--- config.mk ---
export PLATFORM = sky130hd
export DESIGN_NAME = noc_node_serdes
export DESIGN_NICKNAME = d
export VERILOG_FILES = /design/src/rtl/node_pkg.sv /design/src/rtl/node_fifo.sv /design/src/rtl/noc_node_serdes.sv
export SDC_FILE = /design/constraint.sdc
export NUM_CORES = 1
export LEC_CHECK = 0
export CAP_MARGIN = 20
export CORE_MARGIN = 2
export CORE_UTILIZATION = 35
export DETAILED_ROUTE_END_ITERATION = 8
export PLACE_DENSITY = 0.6
export REMOVE_ABC_BUFFERS = 1
export SLEW_MARGIN = 15
export SYNTH_ARGS = -nofsm -noshare
export SYNTH_HDL_FRONTEND = slang
export SYNTH_SLANG_ARGS = --single-unit
--- constraint.sdc ---
create_clock -name clock -period 6.5 [get_ports clock]
set_input_delay 1.95 -clock clock [delete_from_list [all_inputs] [get_ports clock]]
set_output_delay 1.95 -clock clock [all_outputs]
set_load 0.02 [all_outputs]
--- src/rtl/node_pkg.sv ---
// Shared types and helpers for the NoC node serialiser/deserialiser.
package node_pkg;

    typedef enum logic {
        TX_IDLE = 1'b0,
        TX_SEND = 1'b1
    } tx_state_t;

    typedef enum logic [1:0] {
        RX_IDLE = 2'd0,
        RX_RECV = 2'd1,
        RX_DONE = 2'd2
    } rx_state_t;

    localparam int STAT_W = 16;

    function automatic int calc_nflit(input int pkt_w, input int flit_w);
        return pkt_w / flit_w;
    endfunction

    function automatic logic [STAT_W-1:0] sat_inc(input logic [STAT_W-1:0] value);
        return (value == '1) ? value : value + 1'b1;
    endfunction

endpackage

--- src/rtl/node_fifo.sv ---
// First-word fall-through packet queue; pointers wrap at DEPTH, so DEPTH
// need not be a power of two.
module node_fifo
    import node_pkg::*;
#(
    parameter int WIDTH = 32,
    parameter int DEPTH = 4
) (
    input  logic             clock,
    input  logic             reset_n,
    input  logic             push,
    input  logic [WIDTH-1:0] push_data,
    input  logic             pop,
    output logic [WIDTH-1:0] head,
    output logic             empty,
    output logic             full
);

    localparam int PTR_W = (DEPTH > 1) ? $clog2(DEPTH) : 1;
    localparam int CNT_W = $clog2(DEPTH + 1);

    logic [WIDTH-1:0] mem [DEPTH];
    logic [PTR_W-1:0] rd_ptr;
    logic [PTR_W-1:0] wr_ptr;
    logic [CNT_W-1:0] count;
    logic             do_push;
    logic             do_pop;

    function automatic logic [PTR_W-1:0] wrap_inc(input logic [PTR_W-1:0] ptr);
        return (ptr == PTR_W'(DEPTH - 1)) ? '0 : ptr + 1'b1;
    endfunction

    assign empty   = (count == '0);
    assign full    = (count == CNT_W'(DEPTH));
    assign do_pop  = pop && !empty;
    // A pop frees the slot this same edge, so a full queue still accepts.
    assign do_push = push && (!full || do_pop);
    assign head    = mem[rd_ptr];

    // NOTE: storage has no reset; count/pointers alone define validity and
    // leaving the array unreset lets it map onto plain RAM.
    always_ff @(posedge clock) begin
        if (do_push) begin
            mem[wr_ptr] <= push_data;
        end
    end

    // NOTE: sequential state uses non-blocking assignments so every register
    // samples pre-edge values regardless of statement order.
    always_ff @(posedge clock) begin
        if (!reset_n) begin
            rd_ptr <= '0;
            wr_ptr <= '0;
            count  <= '0;
        end else begin
            if (do_push) begin
                wr_ptr <= wrap_inc(wr_ptr);
            end
            if (do_pop) begin
                rd_ptr <= wrap_inc(rd_ptr);
            end
            case ({do_push, do_pop})
                2'b10:   count <= count + 1'b1;
                2'b01:   count <= count - 1'b1;
                default: ;
            endcase
        end
    end

endmodule

--- src/rtl/noc_node_serdes.sv ---
// NoC endpoint: queues TB packets and serialises them to the router, and
// reassembles router flits into packets. Define NODE_STATS_EN for counters.
module noc_node_serdes
    import node_pkg::*;
#(
    parameter int NODEID = 0,
    parameter int PKT_W  = 32,
    parameter int FLIT_W = 8,
    parameter int DEPTH  = 4
) (
    input  logic              clock,
    input  logic              reset_n,
    input  logic [PKT_W-1:0]  pkt_in,
    input  logic              pkt_in_avail,
    output logic              cQ_full,
    output logic [PKT_W-1:0]  pkt_out,
    output logic              pkt_out_avail,
    input  logic              free_outbound,
    output logic              put_outbound,
    output logic [FLIT_W-1:0] payload_outbound,
    output logic              free_inbound,
    input  logic              put_inbound,
    input  logic [FLIT_W-1:0] payload_inbound
`ifdef NODE_STATS_EN
    ,
    output logic [STAT_W-1:0] tx_pkts,
    output logic [STAT_W-1:0] rx_pkts,
    output logic [STAT_W-1:0] drop_pkts
`endif
);

    localparam int NFLIT = calc_nflit(PKT_W, FLIT_W);
    localparam int CNT_W = (NFLIT > 1) ? $clog2(NFLIT) : 1;

    if ((PKT_W % FLIT_W) != 0 || NFLIT < 2 || DEPTH < 2) begin : g_bad_cfg
        $error("noc_node_serdes: PKT_W must be a multiple of FLIT_W with NFLIT >= 2 and DEPTH >= 2");
    end

    logic [PKT_W-1:0] fifo_head;
    logic             fifo_empty;
    logic             fifo_full;
    logic             tx_pop;

    node_fifo #(
        .WIDTH (PKT_W),
        .DEPTH (DEPTH)
    ) u_fifo (
        .clock     (clock),
        .reset_n   (reset_n),
        .push      (pkt_in_avail),
        .push_data (pkt_in),
        .pop       (tx_pop),
        .head      (fifo_head),
        .empty     (fifo_empty),
        .full      (fifo_full)
    );

    assign cQ_full = fifo_full;

    // ---------------- serialiser ----------------
    tx_state_t        tx_state;
    logic [PKT_W-1:0] tx_sr;
    logic [CNT_W-1:0] tx_cnt;

    assign tx_pop = (tx_state == TX_IDLE) && !fifo_empty && free_outbound;

    always_ff @(posedge clock) begin
        if (!reset_n) begin
            tx_state         <= TX_IDLE;
            tx_sr            <= '0;
            tx_cnt           <= '0;
            put_outbound     <= 1'b0;
            payload_outbound <= '0;
        end else begin
            put_outbound     <= 1'b0;
            payload_outbound <= '0;
            case (tx_state)
                TX_IDLE: begin
                    if (tx_pop) begin
                        tx_sr    <= fifo_head;
                        tx_cnt   <= '0;
                        tx_state <= TX_SEND;
                    end
                end
                TX_SEND: begin
                    // Once started, the packet streams out regardless of free_outbound.
                    put_outbound     <= 1'b1;
                    payload_outbound <= tx_sr[PKT_W-1 -: FLIT_W];
                    tx_sr            <= tx_sr << FLIT_W;
                    tx_cnt           <= tx_cnt + 1'b1;
                    if (tx_cnt == CNT_W'(NFLIT - 1)) begin
                        tx_state <= TX_IDLE;
                    end
                end
            endcase
        end
    end

    // ---------------- deserialiser ----------------
    rx_state_t               rx_state;
    logic [PKT_W-FLIT_W-1:0] rx_sr;
    logic [CNT_W-1:0]        rx_cnt;
    logic [PKT_W-1:0]        rx_next;

    // Earlier flits sit above the incoming one, so flit 0 ends in the MSBs.
    assign rx_next       = {rx_sr, payload_inbound};
    assign free_inbound  = (rx_state == RX_IDLE);
    assign pkt_out_avail = (rx_state == RX_DONE);

    always_ff @(posedge clock) begin
        if (!reset_n) begin
            rx_state <= RX_IDLE;
            rx_sr    <= '0;
            rx_cnt   <= '0;
            pkt_out  <= '0;
        end else begin
            case (rx_state)
                RX_IDLE: begin
                    if (put_inbound) begin
                        rx_sr    <= rx_next[PKT_W-FLIT_W-1:0];
                        rx_cnt   <= CNT_W'(1);
                        rx_state <= RX_RECV;
                    end
                end
                RX_RECV: begin
                    if (put_inbound) begin
                        rx_sr <= rx_next[PKT_W-FLIT_W-1:0];
                        if (rx_cnt == CNT_W'(NFLIT - 1)) begin
                            pkt_out  <= rx_next;
                            rx_state <= RX_DONE;
                        end else begin
                            rx_cnt <= rx_cnt + 1'b1;
                        end
                    end
                end
                RX_DONE: rx_state <= RX_IDLE;
                default: rx_state <= RX_IDLE;
            endcase
        end
    end

    assert property (@(posedge clock) disable iff (!reset_n)
                     (rx_state == RX_DONE) |-> !put_inbound)
        else $error("noc_node_serdes node %0d: put_inbound while delivering a packet", NODEID);

`ifdef NODE_STATS_EN
    logic push_drop;

    assign push_drop = pkt_in_avail && fifo_full && !tx_pop;

    always_ff @(posedge clock) begin
        if (!reset_n) begin
            tx_pkts   <= '0;
            rx_pkts   <= '0;
            drop_pkts <= '0;
        end else begin
            if (tx_pop)        tx_pkts   <= sat_inc(tx_pkts);
            if (pkt_out_avail) rx_pkts   <= sat_inc(rx_pkts);
            if (push_drop)     drop_pkts <= sat_inc(drop_pkts);
        end
    end
`endif

endmodule

**Run 1: cells coloured by class**

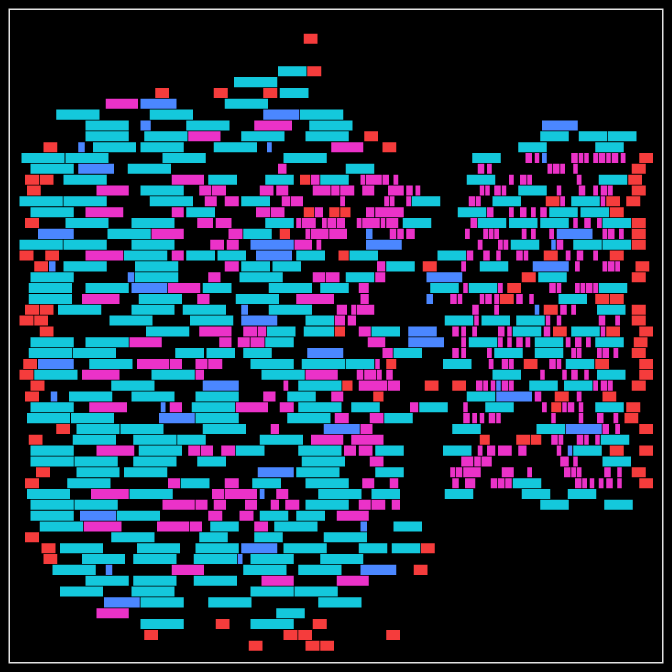
Key: blue = clock drivers and dummy loads [cells 46]; magenta = all other logic [cells 340]; red = other buffers and delay cells [cells 101]; cyan = flip-flops [cells 241]

**Run 1: clock distribution**

The bar under the picture is 50 um long.
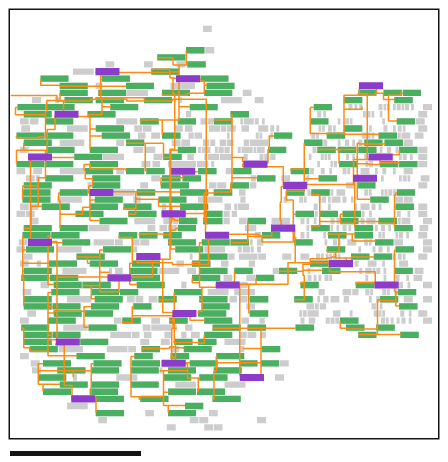
Key: orange = clock wires [length 2,790 um]; green = flip-flops [count 241]; purple = cells driving clock nets [count 25]
There are 26 routed clock nets.

**Run 1: gate families picked out**

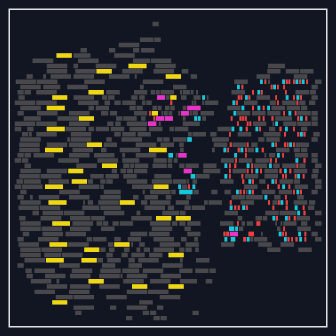
Key: yellow = multiplexers [cells 34]; magenta = adder and majority cells [cells 9]; cyan = inverting AOI/OAI gates [cells 70]; red = NAND gates [cells 122]

**Run 1: clock routing**

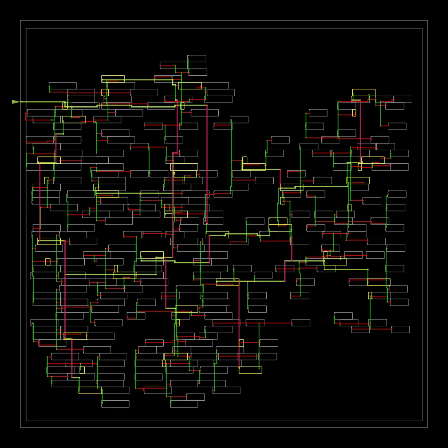
Layout clock buffers: 30
Flops: 241
Insertion Delay late pin: 0.54 ns
Clock Skew: 0.02638 ns

==> GITHUB_STEP_SUMMARY, run 1 <==
### Metrics collected by this job

| Metric | Value |
|---|---|
| Clk network pwr share | 35.8% |
| Repair and plain buffers | 101 |
| Logic family by area | simple AND/OR/NAND/NOR gates |
| Pint | 2.760 mW |
| Crit. End Element | register |
| Die Span X | 163.6 um |
| Top area cell types | edfxtp_1 (43%), dfxtp_1 (25%), mux4_2 (5.6%) |
| Met3 Track Usage GR | 2.387% |
| Largest net degree at the start of global routing | 66 |
| Initial antenna violation count | 0 |
| Hold Path End | pkt_out[21] |
| Drt total wl | 17,240 um |
| Status | completed |
| Yosys adder share | 1.347% |
| Commonest cells in the netlist | edfxtp_1 (128), nand2_1 (118), dfxtp_1 (113) |
| Leak Pwr | 3.661 nW |
| Hold Startpoint | pkt_out[21] |
| Yosys Instances | 627 |
| Io pins | 89 |
| Share of layout cells above drive strength 1 | 10.85% |
| Gate power share | 14.9% |
| H-tree depth | 1 |
| Fmax | 0.2359 GHz |
| Seq share, synth | 68.47% |
| Max reg flops | 128 |
| Post-route antenna net violation count | 0 |
| R2R depth | 10 |
| Root buf cell | clkbuf_16 |
| Postcts setup bufs | 0 |
| Count of library flops with an enable pin | 128 |
| Arr. time, crit path | 4.68 ns |
| Post-Synth Simple-Gate Area | 9.892% |
| RSZ-0062 raised after global routing | false |
| Post-DR vias/cell | 4.894 |
| Critical Path Most Common Cell | inv_1 |
| Storage cell area | 6107 um^2 |
| Max transition margin | 31.65% |
| Synth cell types | 41 |
| Synth mux share | 8.727% |
| Die Size | 26,770 um^2 |
| Worst hold slack | 0.4515 ns |
| M2 GR Usage | 21.50% |
| Comb. pwr | 552 uW |
| Worst hold stages | 2 |
| M1 wire length | 8116 um |
| Core Area | 25,110 um^2 |
| Worst EP required | 6.94 ns |
| Fin. Hold Viols | 0 |
--- run 2 (diff from run 1) ---
PLACE_DENSITY = 0.62   (was 0.6)
clock period = 3.5 ns   (was 6.5 ns; I/O delays follow)
**Run 2: clock distribution**

The bar under the picture is 50 um long.
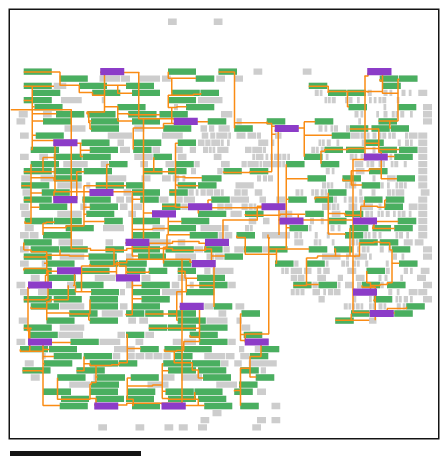
Key: purple = cells driving clock nets [count 26]; orange = clock wires [length 2,790 um]; green = flip-flops [count 241]
There are 27 routed clock nets.

**Run 2: clock routing**

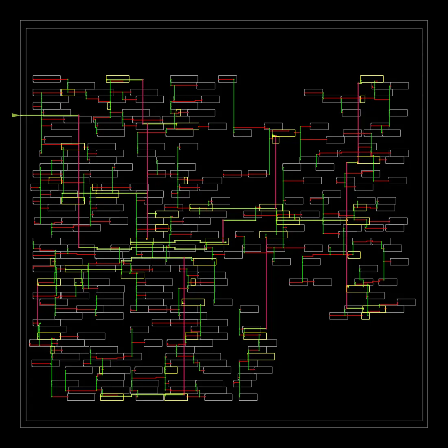
Clock Skew: 0.01466 ns
Layout clock buffers: 37
Clk power: 2.72 mW
Clock Sinks: 241
Num CTS Buffers: 26

==> run 2 against run 1 <==
Combinational power is 87% higher. Critical path depth is 8 lower. Clock skew is 0.012 ns lower. Worst setup slack worse by 1.6 ns. Hold slack hardly changed. Sequential power is 86% higher. Synthesized cell count stayed put. Sequential cell count stayed put. Non-clock buffer count is 8 higher. Routed wire length is 0.38% higher. Clock-buffer cell count is 7 higher. Die size stayed put.
==> GITHUB_STEP_SUMMARY, run 2 <==
### Metrics collected by this job

| Metric | Value |
|---|---|
| Worst hold stages | 2 |
| Comb. pwr | 1.03 mW |
| Arr. time, crit path | 1.83 ns |
| PostCTS Resize Cnt | 0 |
| Global routing's busiest layer | met2 |
| Storage cell area | 6107 um^2 |
| Hold buffers post-CTS | 0 |
| Post-route antenna net violation count | 0 |
| Net switching power | 1.791 mW |
| M2 GR Usage | 21.08% |
| RSZ-0062 raised after global routing | false |
| Die Span X | 163.6 um |
| Yosys adder share | 1.347% |
| Final Non-Filler Cells | 1,068 |
| Power, Total | 7.166 mW |
| Repair and plain buffers | 109 |
| Antenna Diode Count | 0 |
| Count leader, synth | edfxtp_1 |
| Worst hold slack | 0.4514 ns |
| Seq share, synth | 68.47% |
| H-tree depth | 1 |
| R2R depth | 8 |
| Gate power share | 14.4% |
| Max transition margin | 66.00% |
| Synth mux share | 8.727% |
| Status | completed |
| Postcts setup bufs | 0 |
| Post-Synth Simple-Gate Area | 9.892% |
| Flops | 241 |
| Clk network pwr share | 37.9% |
| Count of library flops with an enable pin | 128 |
| Final setup violation count | 0 |
| Top area cell types | edfxtp_1 (43%), dfxtp_1 (25%), mux4_2 (5.6%) |
| Initial antenna violation count | 0 |
| Io pins | 89 |
| Max reg flops | 128 |
| Commonest cells in the netlist | edfxtp_1 (128), nand2_1 (118), dfxtp_1 (113) |
| Most frequent logic cell in the layout | edfxtp_1 |
| Layout fillers | 2,323 |
| Pint | 5.374 mW |
| Core Area | 25,110 um^2 |
| Logic family by area | simple AND/OR/NAND/NOR gates |
| Die Size | 26,770 um^2 |
| Placement Cell Area | 10,150 um^2 |
| Insertion Delay late pin | 0.54 ns |
| Hold Path End | pkt_out[4] |
| Share of layout cells above drive strength 1 | 12.87% |
| M1 GR Usage | 17.69% |
| Leak Pwr | 3.769 nW |
| Fmax | 0.3476 GHz |
| Crit. End Element | primary output |
| Drt total wl | 17,310 um |
| M1 wire length | 8181 um |
| Yosys warnings | 0 |
| Root buf cell | clkbuf_16 |
| Worst EP required | 2.45 ns |
| Max cap viols | 0 |
| Post-DR vias/cell | 4.893 |
| Hold Startpoint | pkt_out[4] |
| Yosys Instances | 627 |
| Final Critical Period | 2.877 ns |
| Largest net degree at the start of global routing | 66 |
| Initial detailed-routing violation count | 424 |
| Met3 Track Usage GR | 2.285% |
| Fin. Hold Viols | 0 |
--- run 3 (diff from run 2) ---
PLACE_DENSITY = 0.6   (was 0.62)
clock period = 2.83 ns   (was 3.5 ns; I/O delays follow)
**Run 3: cells coloured by class**

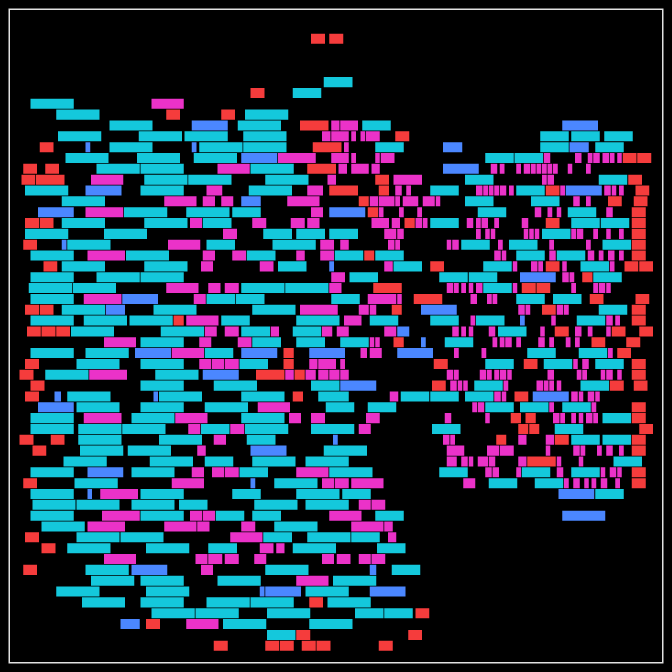
Key: blue = clock drivers and dummy loads [cells 45]; red = other buffers and delay cells [cells 115]; magenta = all other logic [cells 340]; cyan = flip-flops [cells 241]

**Run 3: clock distribution**

The bar under the picture is 50 um long.
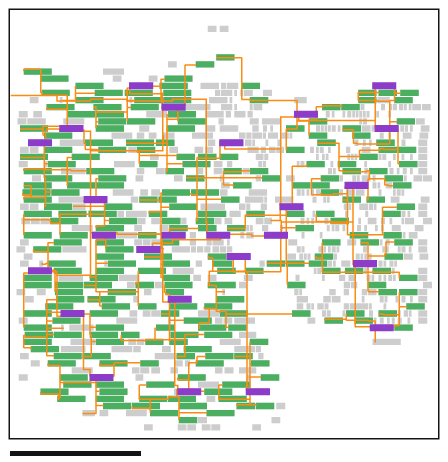
Key: purple = cells driving clock nets [count 25]; orange = clock wires [length 2,760 um]; green = flip-flops [count 241]
There are 26 routed clock nets.

==> run 3 against run 2 <==
Clock-buffer cell count up 4. Non-clock buffer count rose by 6. Global-route usage rose by 0.20 points. Synthesized cell count did not move. Largest cell class unchanged. Via count fell by 0.31%. Combinational power rose by 33%. Clock power up 14%. Sequential share of layout area decreased by 0.15 points. Largest power group unchanged. Register-to-register slack worse by 0.62 ns.
==> GITHUB_STEP_SUMMARY, run 3 <==
### Metrics collected by this job

| Metric | Value |
|---|---|
| Commonest cells in the netlist | edfxtp_1 (128), nand2_1 (118), dfxtp_1 (113) |
| Post-DR vias/cell | 4.865 |
| Max reg flops | 128 |
| Final setup violation count | 0 |
| Insertion Delay late pin | 0.52 ns |
| Clk buf depth | 3 |
| Layout clock buffers | 41 |
| Flops | 241 |
| Core Area | 25,110 um^2 |
| Placement Cell Area | 10,280 um^2 |
| Power, Total | 8.696 mW |
| Clock Sinks | 241 |
| Area reported by Yosys stat | 8917 um^2 |
| Repair and plain buffers | 115 |
| Count of library flops with an enable pin | 128 |
| Yosys warnings | 0 |
| Top area cell types | edfxtp_1 (43%), dfxtp_1 (25%), mux4_2 (5.6%) |
| RSZ-0062 raised after global routing | false |
| Comb. pwr | 1.37 mW |
| Die Size | 26,770 um^2 |
| Gate power share | 15.8% |
| Sequential share of power | 48.4% |
| Most frequent logic cell in the layout | edfxtp_1 |
| Logic family by area | simple AND/OR/NAND/NOR gates |
| Clk network pwr share | 35.8% |
| H-tree depth | 1 |
| Post-synth regs | 241 |
| Worst hold stages | 2 |
| Drt total wl | 17,450 um |
| Seq share, synth | 68.47% |
| Io pins | 89 |
| Crit. End Element | register |
| Fin. Hold Viols | 0 |
| Net switching power | 2.126 mW |
| PostCTS Resize Cnt | 0 |
| Largest net degree at the start of global routing | 43 |
| Critical Path Most Common Cell | inv_1 |
| Arr. time, crit path | 3.13 ns |
| Post-route antenna net violation count | 0 |
| Max transition margin | 68.62% |
| Yosys Instances | 627 |
| Worst EP required | 3.28 ns |
| M1 wire length | 7891 um |
| Final Critical Period | 2.684 ns |
| Post-Synth Simple-Gate Area | 9.892% |
| Hold Startpoint | pkt_out[25] |
| Max cap viols | 0 |
| Hold buffers post-CTS | 0 |
| Share of layout cells above drive strength 1 | 12.15% |
| Pint | 6.569 mW |
| M1 GR Usage | 17.65% |
| Final Non-Filler Cells | 1,071 |
| DR WL/cell | 16.29 um |
| Antenna Diode Count | 0 |
| Reg with most FFs | u_fifo.mem |
| Final Cycle Share | 94.83% |
| Hold Path End | pkt_out[25] |
| Clk power | 3.11 mW |
| Met3 Track Usage GR | 2.209% |
| Count leader, synth | edfxtp_1 |
| Synth mux share | 8.727% |
| Clock Skew | 0.01989 ns |
| Layout fillers | 2,298 |
| Leak Pwr | 3.770 nW |
| Worst path max stage delay | 0.44 ns |
| Storage cell area | 6107 um^2 |
| Port Buffers | 88 |
| Global routing's busiest layer | met2 |
| R2R depth | 9 |
| Initial antenna violation count | 0 |
| Dominant flop cell | edfxtp_1 |
| M2 GR Usage | 21.96% |
| Crit path depth | 10 |
| Postcts setup bufs | 0 |
| Die Span X | 163.6 um |
| Worst hold slack | 0.4509 ns |
| Register share of the cell area | 55.18% |
| Num CTS Buffers | 25 |
| Status | completed |
| Non-clock buffers, area share | 10.81% |
| Fmax | 0.3726 GHz |
| Initial detailed-routing violation count | 291 |
| Synth cell types | 41 |
| Root buf cell | clkbuf_16 |
No activity file was given, so power comes from the tool's default toggle rates.
